[src/rtl/stage3_writeback_queued.sv]
// rtl/stage3_writeback_queued.sv - registered stage-3 writeback/PC-update with queued device writes
// Power-off waits in DRAIN until every queued device write has left the FIFO.
module stage3_writeback_queued #(
  parameter int DATA_WIDTH     = 32,
  parameter int ADDR_WIDTH     = 16,
  parameter int SRC_WIDTH      = 8,
  parameter int PC_STEP        = 4,
  parameter int RESET_PC       = 'h44,
  parameter int RAM_BASE       = 'h100,
  parameter int OUT_FIFO_DEPTH = 4
) (
  input  logic                              clock,
  input  logic                              reset,
  input  logic                              in_valid,
  output logic                              in_ready,
  input  logic [2:0]                        mblock_s3,
  input  logic [DATA_WIDTH-1:0]             vrw_value,
  input  logic [DATA_WIDTH-1:0]             vw_value,
  input  logic [SRC_WIDTH-1:0]              vrw_source,
  input  logic                              flag_last_zero,
  input  logic                              reset_button,
  output logic [ADDR_WIDTH-1:0]             ram_address,
  output logic [DATA_WIDTH-1:0]             ram_in,
  output logic                              ram_is_write,
  output logic                              out_valid,
  input  logic                              out_ready,
  output logic [SRC_WIDTH-1:0]              output_devices_address,
  output logic [DATA_WIDTH-1:0]             output_devices_value,
  output logic [ADDR_WIDTH-1:0]             pc,
  output logic                              is_powered_on,
  output logic                              execute_from_ram,
  output logic [$clog2(OUT_FIFO_DEPTH):0]   fifo_count
);

  localparam int PW = $clog2(OUT_FIFO_DEPTH);
  localparam int CW = PW + 1;

  localparam logic [1:0] ST_OFF   = 2'd0;
  localparam logic [1:0] ST_RUN   = 2'd1;
  localparam logic [1:0] ST_DRAIN = 2'd2;

  logic [1:0]            state;
  logic [SRC_WIDTH-1:0]  fifo_addr [OUT_FIFO_DEPTH];
  logic [DATA_WIDTH-1:0] fifo_data [OUT_FIFO_DEPTH];
  logic [PW-1:0]         rd_ptr;
  logic [PW-1:0]         wr_ptr;
  logic [CW-1:0]         count;
  logic                  fifo_full;
  logic                  accept;
  logic                  push;
  logic                  pop;
  logic                  jump_taken;
  logic [ADDR_WIDTH-1:0] jump_target;

  assign fifo_full              = (count == CW'(OUT_FIFO_DEPTH));
  assign out_valid              = (count != '0);
  assign output_devices_address = fifo_addr[rd_ptr];
  assign output_devices_value   = fifo_data[rd_ptr];
  assign fifo_count             = count;
  assign jump_target            = vw_value[ADDR_WIDTH-1:0];

  // Ready looks at the opcode: only a device write is blocked by a full queue.
  always_comb begin
    in_ready = (state == ST_RUN) && !reset_button && !((mblock_s3 == 3'd2) && fifo_full);
  end

  assign accept = in_valid && in_ready;
  assign push   = accept && (mblock_s3 == 3'd2);
  assign pop    = out_valid && out_ready;

  always_comb begin
    jump_taken = 1'b0;
    case (mblock_s3)
      3'd4:    jump_taken = 1'b1;
      3'd5:    jump_taken = flag_last_zero;
      3'd6:    jump_taken = !flag_last_zero;
      default: jump_taken = 1'b0;
    endcase
  end

  always_ff @(posedge clock) begin
    if (push) begin
      fifo_addr[wr_ptr] <= vrw_source;
      fifo_data[wr_ptr] <= vw_value;
    end
  end

  always_ff @(posedge clock) begin
    if (reset) begin
      rd_ptr <= '0;
      wr_ptr <= '0;
      count  <= '0;
    end else begin
      if (push) wr_ptr <= wr_ptr + PW'(1);
      if (pop)  rd_ptr <= rd_ptr + PW'(1);
      case ({push, pop})
        2'b10:   count <= count + CW'(1);
        2'b01:   count <= count - CW'(1);
        default: count <= count;
      endcase
    end
  end

  always_ff @(posedge clock) begin
    if (reset) begin
      state            <= ST_OFF;
      pc               <= ADDR_WIDTH'(RESET_PC);
      is_powered_on    <= 1'b0;
      execute_from_ram <= 1'b0;
      ram_is_write     <= 1'b0;
      ram_address      <= '0;
      ram_in           <= '0;
    end else begin
      ram_is_write <= 1'b0;
      if (reset_button) begin
        // Queued device writes survive the button; they are already committed.
        state            <= ST_RUN;
        pc               <= ADDR_WIDTH'(RESET_PC);
        is_powered_on    <= 1'b1;
        execute_from_ram <= 1'b0;
      end else begin
        case (state)
          ST_RUN: begin
            if (accept) begin
              if (mblock_s3 == 3'd7) begin
                state <= ST_DRAIN;
              end else if (jump_taken) begin
                pc <= jump_target;
                if (jump_target >= ADDR_WIDTH'(RAM_BASE)) execute_from_ram <= 1'b1;
              end else begin
                pc <= pc + ADDR_WIDTH'(PC_STEP);
              end
              if (mblock_s3 == 3'd1) begin
                ram_address  <= ADDR_WIDTH'(vrw_source);
                ram_in       <= vw_value;
                ram_is_write <= 1'b1;
              end else if (mblock_s3 == 3'd3) begin
                ram_address  <= vrw_value[ADDR_WIDTH-1:0];
                ram_in       <= vw_value;
                ram_is_write <= 1'b1;
              end
            end
          end
          ST_DRAIN: begin
            if (count == '0) begin
              state         <= ST_OFF;
              is_powered_on <= 1'b0;
            end
          end
          default: state <= ST_OFF;
        endcase
      end
    end
  end

endmodule

[config.mk]
export PLATFORM = sky130hd
export DESIGN_NAME = stage3_writeback_queued
export DESIGN_NICKNAME = d
export VERILOG_FILES = /design/src/rtl/stage3_writeback_queued.sv
export SDC_FILE = /design/constraint.sdc
export NUM_CORES = 1
export LEC_CHECK = 0
export CORE_MARGIN = 2
export CORE_UTILIZATION = 45
export CTS_CLUSTER_DIAMETER = 100
export CTS_CLUSTER_SIZE = 24
export DETAILED_ROUTE_END_ITERATION = 10
export PLACE_DENSITY = 0.72
export REMOVE_ABC_BUFFERS = 1
export SETUP_SLACK_MARGIN = 0.2
export SLEW_MARGIN = 0
export SYNTH_ARGS = -nofsm -noshare
export SYNTH_HDL_FRONTEND = slang
export SYNTH_SLANG_ARGS = --single-unit
[constraint.sdc]
create_clock -name clock -period 6 [get_ports clock]
set_input_delay 1.8 -clock clock [delete_from_list [all_inputs] [get_ports clock]]
set_output_delay 1.8 -clock clock [all_outputs]
set_load 0.005 [all_outputs]
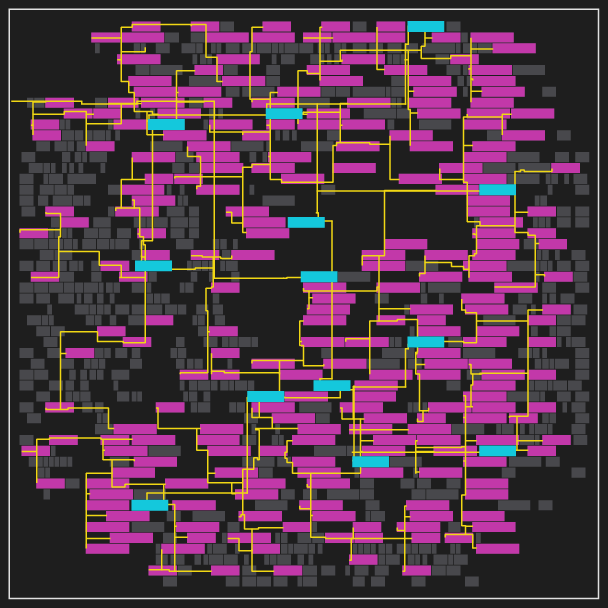
(images/clk_routes.png)
(4 px per um)
flip-flops: shown in magenta, count 238. clock wires: shown in yellow, length 2410 um. clock drivers: shown in cyan, count 13.
There are 14 routed clock nets.

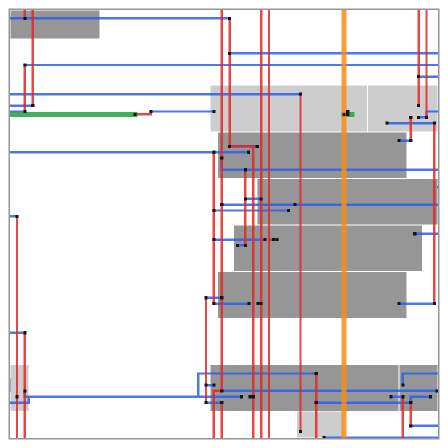
(images/detail.png)
Window x 61 to 86, y 61 to 86 um. Cells in grey, sequential cells in the stronger grey; small squares are vias.
metal 4: shown in orange. metal 1: shown in blue. metal 2: shown in red. metal 3: shown in green.
Most frequent: edfxtp_1 (5). Netlist names of flops here include `fifo_data` (5). 8 logic cells have their middle in the window. Sequential cells in the window: 5.

==> impl_metrics.ini <==
; yosys + openroad results
[synth]
synth.most_common_cell = edfxtp_1
ys_seq_elements = 238
syn_area_um2 = 9190
top_cells_by_count = edfxtp_1 (160), nand2_1 (103), dfxtp_1 (78), a21oi_1 (60), mux4_2 (40)
edf_count = 160
ys.flop_type = edfxtp_1
synth_chip_area_um2 = 9190
yosysCellCount = 640
synthTopCellsByArea = edfxtp_1 (52%), dfxtp_1 (17%), mux4_2 (9.8%), nand2_1 (4.2%), a21oi_1 (3.3%)
avgSynthCellArea_um2 = 14.4
yosysTopAreaCell = edfxtp_1
yosysWarnings = 0
synth_cell_types = 51

[clock_tree]
clkLatencyLatePin_ns = 0.48
cts.sinks = 238
hold_buffers = 0
cts_root_buf = clkbuf_16

[finish]
lay_top_cells = clkdlybuf4s50_1 (175), edfxtp_1 (160), nand2_1 (103), dfxtp_1 (76), a21oi_1 (60)
seq_cells = 238
nClkBuffers = 21
comb_cells = 353
clk_share_pct = 3.17
non_clock_buffer_count = 180
drive_gt1_share_pct = 9.86
non_clock_buffer_area_share_pct = 15.5
largest_reg_flops = 128

[global_route]
grt_max_degree = 62
use_met2_pct = 33.8
grt_overflow = 0

[timing]
maxSlewHeadroom_pct = 21.3
fin_tns_setup_ns = 0
period_minus_slack_ns = 5.45
slew_viol_final = 0

[place]
numPortBuffers = 176
hpwl_mm = 13.3
routabilityCongestion = 0.827

[min_path]
whs_endpoint = ram_in[19]$_SDFFE_PP0P_

[power_and_ir_drop]
leakagePower_uw = 0.00355
sequentialPower_uw = 1760
finalPower_uw = 2810
ir_worst_vdd_mv = 0.165
comb_power_share_pct = 5.1

[critical_path]
end_kind = output pin
slowest_delay_ns = 0.64
path_class = in -> out
path_cells = clkdlybuf4s50_1 -> nand2b_1 -> nor2_1 -> nor4b_1 -> clkdlybuf4s50_1
path_delay_family = buffers and inverters
slowest_stage = clkdlybuf4s50_1
crit_fanout = 9
r2r_setup_slack_ns = 3.29

[route]
first_pass_iters = 7
num_vias = 5902
met3_length_mm = 1.50
wl_met2_mm = 10.8
drtIter0Drc = 434
ant_nets = 0
drcViolationCount = 0

[status]
status = finished clean

[die]
boundaryPins = 193
die_w_um = 147

[flow_run]
max_cap_viol_count = 0
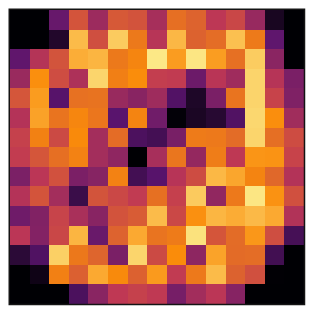
(images/cell_density.png)
(2 px per um) The die is cut into 15 by 15 equal tiles; black is low, pale yellow is high, 0 to 100% covered.
8.4% of the tiles are nearly empty. 20% of the tiles are over 75% full. The mean over all tiles is 52%.
FP Core Util: 45.6%
CORE AREA: 20200 um^2
fin util: 57.1%

stage by stage:
| step | setup WS [ns] | hold slack [ns] |
|---|---|---|
| finish | 0.553 | 0.457 |
| floorplan | 1.76 | 0.442 |
| CTS | 0.560 | 0.459 |
| global placement | 0.674 | 0.437 |
| global route | 0.417 | 0.480 |
| detailed placement | 0.594 | 0.446 |
logic make-up (layout without fill, tap and decap cells):
family	after synthesis	in the layout
AOI/OAI and AO/OA	107	107
xor gates and xnor gates	5	5
adders and majority gates	7	7
buffers and inverters	49	210
DFF	238	238
muxes	43	43
and+or+nand+nor	191	191
